<file path="src/rtl/seq_divider.sv">
// Restoring shift-and-subtract divider: one quotient bit per clock, start/busy/done handshake.
// Define SEQ_DIV_SIGNED_EN for two's-complement operands and results (sign fix-up in the done cycle).
module seq_divider #(
    parameter int DIVIDEND_W = 16,
    parameter int DIVISOR_W  = 8
) (
    input  logic                  clk,
    input  logic                  rst,
    input  logic                  start,
    input  logic [DIVIDEND_W-1:0] dividend,
    input  logic [DIVISOR_W-1:0]  divisor,
    output logic                  busy,
    output logic                  done,
    output logic [DIVIDEND_W-1:0] quotient,
    output logic [DIVISOR_W-1:0]  remainder,
    output logic                  div_by_zero
);
    localparam int CNT_W = (DIVIDEND_W > 1) ? $clog2(DIVIDEND_W) : 1;

    typedef enum logic [1:0] {S_IDLE, S_RUN, S_DONE} state_t;

    state_t                state_q, state_d;
    logic [CNT_W-1:0]      cnt_q, cnt_d;
    logic [DIVISOR_W:0]    rem_q, rem_d;
    logic [DIVIDEND_W-1:0] work_q, work_d;
    logic [DIVISOR_W-1:0]  dvsr_q, dvsr_d;
    logic                  busy_q, busy_d;
    logic                  done_q, done_d;
    logic [DIVIDEND_W-1:0] quotient_q, quotient_d;
    logic [DIVISOR_W-1:0]  remainder_q, remainder_d;
    logic                  dbz_q, dbz_d;

    logic [DIVISOR_W:0]    shifted;
    logic                  fits;
    logic [DIVISOR_W:0]    new_rem;
    logic [DIVIDEND_W-1:0] new_work;
    logic [DIVIDEND_W-1:0] dd_mag, q_fin;
    logic [DIVISOR_W-1:0]  ds_mag, r_fin;
    logic                  unused_rem_msb;

    // The partial remainder is always below the divisor before the shift, so its MSB is never needed as input.
    assign shifted        = {rem_q[DIVISOR_W-1:0], work_q[DIVIDEND_W-1]};
    assign fits           = (shifted >= {1'b0, dvsr_q});
    assign new_rem        = fits ? (shifted - {1'b0, dvsr_q}) : shifted;
    assign new_work       = {work_q[DIVIDEND_W-2:0], fits};
    assign unused_rem_msb = rem_q[DIVISOR_W];

`ifdef SEQ_DIV_SIGNED_EN
    logic qneg_q, qneg_d;
    logic rneg_q, rneg_d;

    // Magnitudes are taken as unsigned, so the most-negative value maps onto itself correctly.
    assign dd_mag = dividend[DIVIDEND_W-1] ? (~dividend + DIVIDEND_W'(1)) : dividend;
    assign ds_mag = divisor[DIVISOR_W-1]   ? (~divisor + DIVISOR_W'(1))   : divisor;
    assign q_fin  = qneg_q ? (~new_work + DIVIDEND_W'(1)) : new_work;
    assign r_fin  = rneg_q ? (~new_rem[DIVISOR_W-1:0] + DIVISOR_W'(1)) : new_rem[DIVISOR_W-1:0];

    always_comb begin
        qneg_d = qneg_q;
        rneg_d = rneg_q;
        if (state_q != S_RUN && start) begin
            qneg_d = dividend[DIVIDEND_W-1] ^ divisor[DIVISOR_W-1];
            rneg_d = dividend[DIVIDEND_W-1];
        end
    end

    always_ff @(posedge clk) begin
        if (rst) begin
            qneg_q <= 1'b0;
            rneg_q <= 1'b0;
        end else begin
            qneg_q <= qneg_d;
            rneg_q <= rneg_d;
        end
    end
`else
    assign dd_mag = dividend;
    assign ds_mag = divisor;
    assign q_fin  = new_work;
    assign r_fin  = new_rem[DIVISOR_W-1:0];
`endif

    always_comb begin
        state_d     = state_q;
        cnt_d       = cnt_q;
        rem_d       = rem_q;
        work_d      = work_q;
        dvsr_d      = dvsr_q;
        busy_d      = busy_q;
        done_d      = 1'b0;
        quotient_d  = quotient_q;
        remainder_d = remainder_q;
        dbz_d       = dbz_q;
        case (state_q)
            S_RUN: begin
                rem_d  = new_rem;
                work_d = new_work;
                cnt_d  = cnt_q + CNT_W'(1);
                if (cnt_q == CNT_W'(DIVIDEND_W - 1)) begin
                    state_d     = S_DONE;
                    busy_d      = 1'b0;
                    done_d      = 1'b1;
                    quotient_d  = q_fin;
                    remainder_d = r_fin;
                    dbz_d       = 1'b0;
                end
            end
            default: begin
                state_d = S_IDLE;
                busy_d  = 1'b0;
                if (start) begin
                    dvsr_d = ds_mag;
                    if (divisor == '0) begin
                        state_d     = S_DONE;
                        done_d      = 1'b1;
                        quotient_d  = '1;
                        remainder_d = '0;
                        dbz_d       = 1'b1;
                    end else begin
                        state_d = S_RUN;
                        busy_d  = 1'b1;
                        rem_d   = '0;
                        work_d  = dd_mag;
                        cnt_d   = '0;
                    end
                end
            end
        endcase
    end

    always_ff @(posedge clk) begin
        if (rst) begin
            state_q     <= S_IDLE;
            cnt_q       <= '0;
            rem_q       <= '0;
            work_q      <= '0;
            dvsr_q      <= '0;
            busy_q      <= 1'b0;
            done_q      <= 1'b0;
            quotient_q  <= '0;
            remainder_q <= '0;
            dbz_q       <= 1'b0;
        end else begin
            state_q     <= state_d;
            cnt_q       <= cnt_d;
            rem_q       <= rem_d;
            work_q      <= work_d;
            dvsr_q      <= dvsr_d;
            busy_q      <= busy_d;
            done_q      <= done_d;
            quotient_q  <= quotient_d;
            remainder_q <= remainder_d;
            dbz_q       <= dbz_d;
        end
    end

    assign busy        = busy_q;
    assign done        = done_q;
    assign quotient    = quotient_q;
    assign remainder   = remainder_q;
    assign div_by_zero = dbz_q;
endmodule

</file>
<file path="config.mk">
export PLATFORM = sky130hd
export DESIGN_NAME = seq_divider
export DESIGN_NICKNAME = d
export VERILOG_FILES = /design/src/rtl/seq_divider.sv
export SDC_FILE = /design/constraint.sdc
export NUM_CORES = 1
export LEC_CHECK = 0
export ABC_AREA = 1
export CAP_MARGIN = 15
export CORE_UTILIZATION = 30
export CTS_CLUSTER_SIZE = 10
export DETAILED_ROUTE_END_ITERATION = 16
export GPL_TIMING_DRIVEN = 0
export PLACE_DENSITY = 0.59
export SETUP_SLACK_MARGIN = 0.4
export SLEW_MARGIN = 20
export SYNTH_ARGS = -nofsm -noshare
export SYNTH_HDL_FRONTEND = slang
export SYNTH_SLANG_ARGS = --single-unit
</file>
<file path="constraint.sdc">
create_clock -name clk -period 1.6 [get_ports clk]
set_clock_uncertainty 0.1 [all_clocks]
set_input_delay 0.24 -clock clk [delete_from_list [all_inputs] [get_ports clk]]
set_output_delay 0.24 -clock clk [all_outputs]
set_load 0.005 [all_outputs]
</file>
==> images/density.png <==
11 x 11 tiles, from white (low) to dark blue (high), 0 to 100% covered.
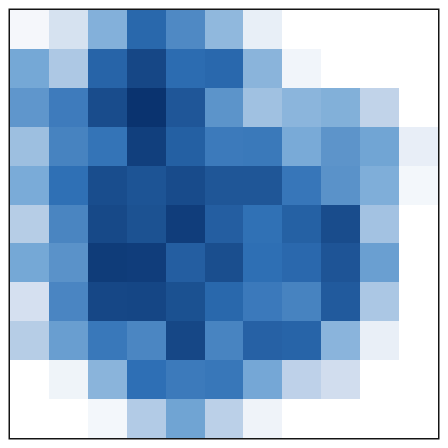
tiles over 75% full: 29%
mean over tiles: 50%
nearly empty tiles: 17%
fullest tile: 99%
emptiest ninth of the die: north-east

==> images/met2.png <==
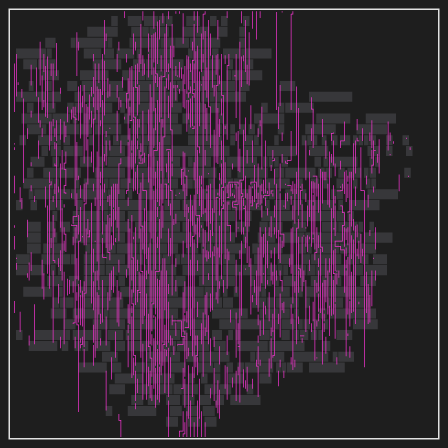
share of all routed wire: 51%
longest straight run: 65.1 um
nets with wire on the layer: 567
wire length on this layer: 5940 um

==> ci_impl_report.md <==
### Flow metrics

| Metric | Value |
|---|---|
| GR peak layer | `met2` |
| Met3 Routed Length | `618 um` |
| Largest net degree at the start of global routing | `13` |
| Crit path max fanout | `5` |
| Worst hold slack | `0.227 ns` |
| Clk buf depth | `2` |
| Setup TNS | `-4.32 ns` |
| CP startpoint | `dvsr_q[4]` |
| P_clk | `1480 uW` |
| WP data arrival | `1.93 ns` |
| Pwr Density | `902 mW/mm^2` |
| IO buf count | `53` |
| Tap cells | `140` |
| GR Util met3 | `5.21%` |
| RR Startpoint | `dvsr_q[4]` |
| CTS Buf Count | `9` |
| Non-Clock Inverter Count | `88` |
| Cells after DPL | `652` |
| Max Fclk | `560 MHz` |
| M1 WL | `4.77 mm` |
| I/O Pins | `54` |
| Die X-Extent | `107 um` |
| Top cells, area | `dfxtp_1 38%, inv_1 9.6%, nand2_1 9.1%, nand3_1 8.5%, o211ai_2 6.0%` |
| Final setup margin | `-0.185 ns` |
| Fraction of area in registers | `22.6%` |
| Iteration tally of the first detailed-router pass | `5` |
| Clock network area share | `3.45%` |
| Switching pwr | `1910 uW` |
| Maximum vdd drop | `475 uV` |
| Synth cell types | `33` |
| Synth Seq Share | `38.4%` |
| FFs w/ async S/R, synth | `0%` |
| Vias in the first global route | `3817` |
| Post_cts resized | `301` |
| Pleak | `0.00281 uW` |
| Crit path max-delay family | `simple AND/OR/NAND/NOR gates` |
| Fraction of area in multi-input gates | `38.8%` |
| DR DRC count | `0` |
| Non-clk bufs | `158` |
| Crit path cell chain | `inv_2, ha_4, nand2_4, nor2_4, inv_2, nor2_4, nor2_4, nand4_1, nand3_1, nand2_1, inv_1` |
| Most instantiated logic cells after routing | `69 x inv_1, 45 x nand2_1, 41 x buf_4` |
| Final Core Density | `54.5%` |
| WP depth | `11` |
| Multi-In Gates | `287` |
| Initial antenna violation count | `0` |
| CTS tree | `built` |
| CP startpoint kind | `flip-flop` |
| Status | `finished, violations left` |
| CP Buf/Inv Count | `3` |
| Register Area | `0.00134 sq mm` |
| DR iter-0 viols | `185` |
| Clock buffers | `10` |
| Violated checks | `setup timing` |
| WP data required | `1.74 ns` |
| Ys flops | `64` |
| Clk sinks | `64` |
| Slowest CP cell | `dfxtp_2` |
| Total power of the final layout | `5330 uW` |
| Met2 wire len | `5.94 mm` |
| Die height | `107 um` |
| Hold_sp | `divisor[3]` |
| Fill cells | `978` |
| YS warnings | `0` |
| Combinational Power Share | `39.1%` |
| Max Cap Viol | `0` |
| Main power group | `combinational logic` |
| Count of final setup violators | `54` |
| Synth top cells by count | `85 x inv_1, 81 x nand2_1, 64 x dfxtp_1` |
| Slew Limit Headroom | `65.0%` |
Power is estimated from default activity; no workload was simulated.
